## src/rtl/batch_slot_allocator.sv

```systemverilog
// batch_slot_allocator: circular-queue slot allocator granting/freeing up to WIDTH entries per cycle
module expand_one #(
  parameter int WIDTH = 8,
  parameter int CW = $clog2(WIDTH) + 1
) (
  input  logic [CW-1:0]    num,
  output logic [WIDTH-1:0] mask
);
  for (genvar i = 0; i < WIDTH; i++) begin : g_bit
    assign mask[i] = num > CW'(i);
  end
endmodule

module batch_slot_allocator #(
  parameter int WIDTH = 8,
  parameter int DEPTH = 32
) (
  input  logic                     clk,
  input  logic                     rst,
  input  logic                     alloc_valid,
  input  logic [$clog2(WIDTH):0]   alloc_req_num,
  output logic                     alloc_ready,
  output logic [WIDTH-1:0]         alloc_lane_mask,
  output logic [$clog2(DEPTH)-1:0] alloc_start_idx,
  output logic                     alloc_start_wrap,
  input  logic [$clog2(WIDTH):0]   release_num,
  input  logic                     flush,
  output logic [$clog2(DEPTH):0]   free_count,
  output logic                     empty,
  output logic                     full,
  output logic                     err_over_release
);
  localparam int CW = $clog2(WIDTH) + 1;
  localparam int IW = $clog2(DEPTH);
  localparam int PW = IW + 1;
  typedef enum logic {NORMAL, RECOVER} state_t;
  state_t state, state_next;
  logic [PW-1:0] head, tail, used, rel_eff;
  logic [CW-1:0] req_eff;
  logic [WIDTH-1:0] thermo;
  logic fire, over;
  expand_one #(.WIDTH(WIDTH), .CW(CW)) u_expand (.num(req_eff), .mask(thermo));
  // ready depends only on registered state and flush; releases free space a cycle later
  always_comb begin
    used = tail - head;
    free_count = PW'(DEPTH) - used;
    req_eff = alloc_req_num > CW'(WIDTH) ? CW'(WIDTH) : alloc_req_num;
    over = PW'(release_num) > used;
    rel_eff = over ? used : PW'(release_num);
    alloc_ready = state == NORMAL && free_count >= PW'(req_eff) && !flush;
    fire = alloc_valid && alloc_ready;
    alloc_lane_mask = fire ? thermo : '0;
    state_next = flush ? RECOVER : NORMAL;
  end
  assign alloc_start_idx = tail[IW-1:0];
  assign alloc_start_wrap = tail[IW];
  assign empty = used == '0;
  assign full = used == PW'(DEPTH);
  always_ff @(posedge clk or negedge rst) begin
    if (!rst) begin
      state <= NORMAL;
      head <= '0;
      tail <= '0;
      err_over_release <= 1'b0;
    end else begin
      state <= state_next;
      head <= head + rel_eff;
      tail <= flush ? head + rel_eff : tail + (fire ? PW'(req_eff) : '0);
      err_over_release <= err_over_release | over;
    end
  end
endmodule

```

## config.mk

```make
export PLATFORM = sky130hd
export DESIGN_NAME = batch_slot_allocator
export DESIGN_NICKNAME = d
export VERILOG_FILES = /design/src/rtl/batch_slot_allocator.sv
export SDC_FILE = /design/constraint.sdc
export NUM_CORES = 1
export LEC_CHECK = 0
export CORE_UTILIZATION = 55
export CTS_CLUSTER_SIZE = 24
export DETAILED_ROUTE_END_ITERATION = 8
export GPL_TIMING_DRIVEN = 1
export MAX_ROUTING_LAYER = met4
export PLACE_DENSITY = 0.86
export SLEW_MARGIN = 20
export SYNTH_ARGS = -nofsm -noshare
export SYNTH_HDL_FRONTEND = slang
export SYNTH_SLANG_ARGS = --single-unit
```

## constraint.sdc

```tcl
create_clock -name clk -period 7.4 [get_ports clk]
set_input_delay 1.48 -clock clk [delete_from_list [all_inputs] [get_ports clk]]
set_output_delay 1.48 -clock clk [all_outputs]
set_load 0.1 [all_outputs]
```

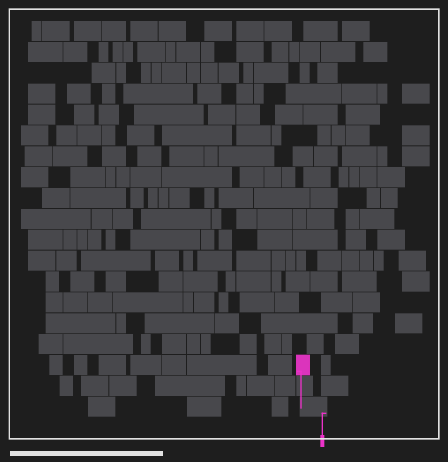
(images/port_nets.png)
The bar under the picture is 20 um long.
colour	port	bits	direction	edge	end cells	buffers	wire
magenta	empty	1	output	south	1	1	8.60 um
PortBufs: 35
IO Count: 36

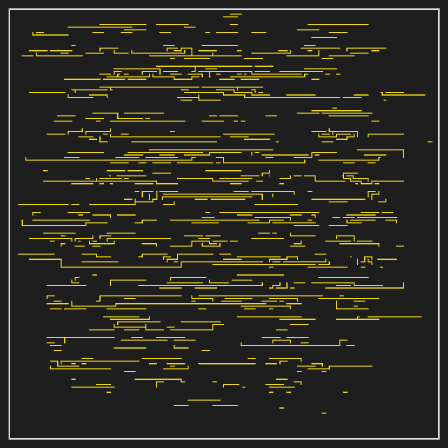
(images/met1.png)
nets with wire on the layer	226
main direction	horizontal
longest straight run	21.6 um
via count: 1397
DRT Wirelength: 3560 um
Global Route met1 Usage: 32.3%

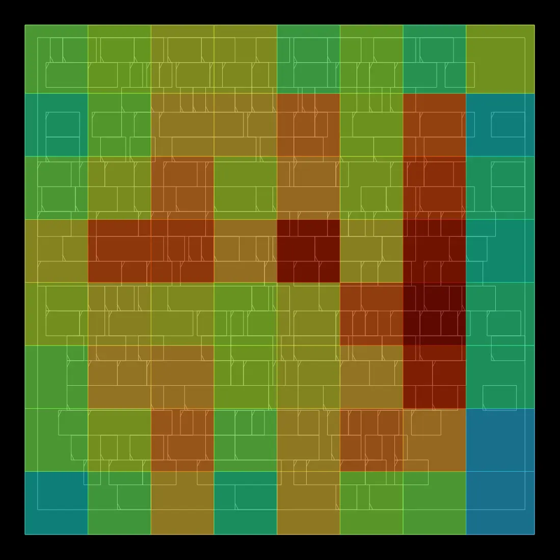
(images/final_congestion.png)
met3 Usage GRT: 3.49%
M2 GR Usage: 44.4%
grt peak-use layer: met2
Core Util, Final: 71.7%

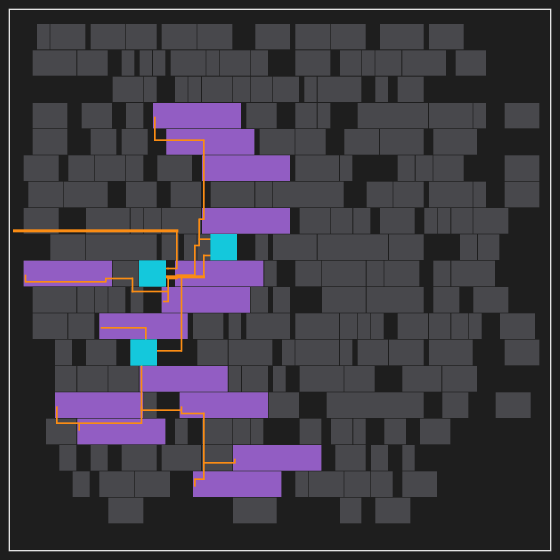
(images/clock_map.png)
[cyan] cells driving clock nets | count: 3
[orange] clock wires | length: 139 um
[purple] flip-flops | count: 14
routed clock nets	4
worst clock skew: 0.559 ps
Late-Pin Clk Latency: 260 ps

==> results_slide.txt <==
Flow Results at a Glance

Status
  • Outcome: finished, final reports clean

Die
  • DIE HEIGHT: 55.8 um
  • Fp util: 57.7%

STA
  • Worst relative slew slack: 25.6%
  • RSZ-0062 raised after global routing: false
  • Final hold vios: 0

Worst setup path
  • Crit path DRT: 5920 ps
  • Slowest stage cell, crit path: clkdlybuf4s50_1
  • Worst Path Max Fanout: 13
  • Arr. time, crit path: 4880 ps
  • Worst path cell trace: clkdlybuf4s50_1 > nor2b_1 > ha_1 > nand2b_1 > a21o_1 > a21o_1 > a211oi_4 > a21oi_1 > clkdlybuf4s50_1

Global routing
  • Remaining Overflow, GRT: 0
  • GRT Util Overall: 26.0%
  • Initial antenna violation count: 0

Layout
  • Commonest non-fill, non-tap cells in the layout: 35 x clkdlybuf4s50_1, 23 x ha_1, 15 x inv_1, 14 x nand2_1, 14 x dfrtp_1
  • Area Overhead vs Synth: 24.3%
  • Non-clock buffering overhead: 18.5%
  • Fillers: 219
  • Fin cells: 240

Synth
  • Number of enable flip-flop cells: 0
  • Top post-synthesis cells by count: 23 x ha_1, 15 x inv_1, 14 x dfrtp_1, 14 x nand2_1, 11 x a21oi_2
  • Distinct lib cells: 47
  • Count leader, synth: ha_1
  • Adders+Majority by Area: 21.9%
  • Mapped cell area: 1590 um2
  • Chip area line of the yosys report: 1590 um2
  • Yosys reg bits: 14
  • Gate Count Post-Synth: 176

CTS
  • CTS Buffer Depth: 2
  • Cells resized by post-CTS repair: 0
  • Clk sinks: 14
  • Setup Fix Bufs, Post-CTS: 0
  • CTS root buffer: clkbuf_4

Route
  • Iter 0 DRT Violations: 30
  • WL met1: 1520 um
  • First-pass DRT Iterations: 4
  • Via-to-Cell Ratio: 5.82
  • Antenna Violating Nets Remaining: 0

Placement
  • DP Worst Slack: 1060 ps
  • Placed cells: 237

Flow run
  • Stage-log warning count: 26
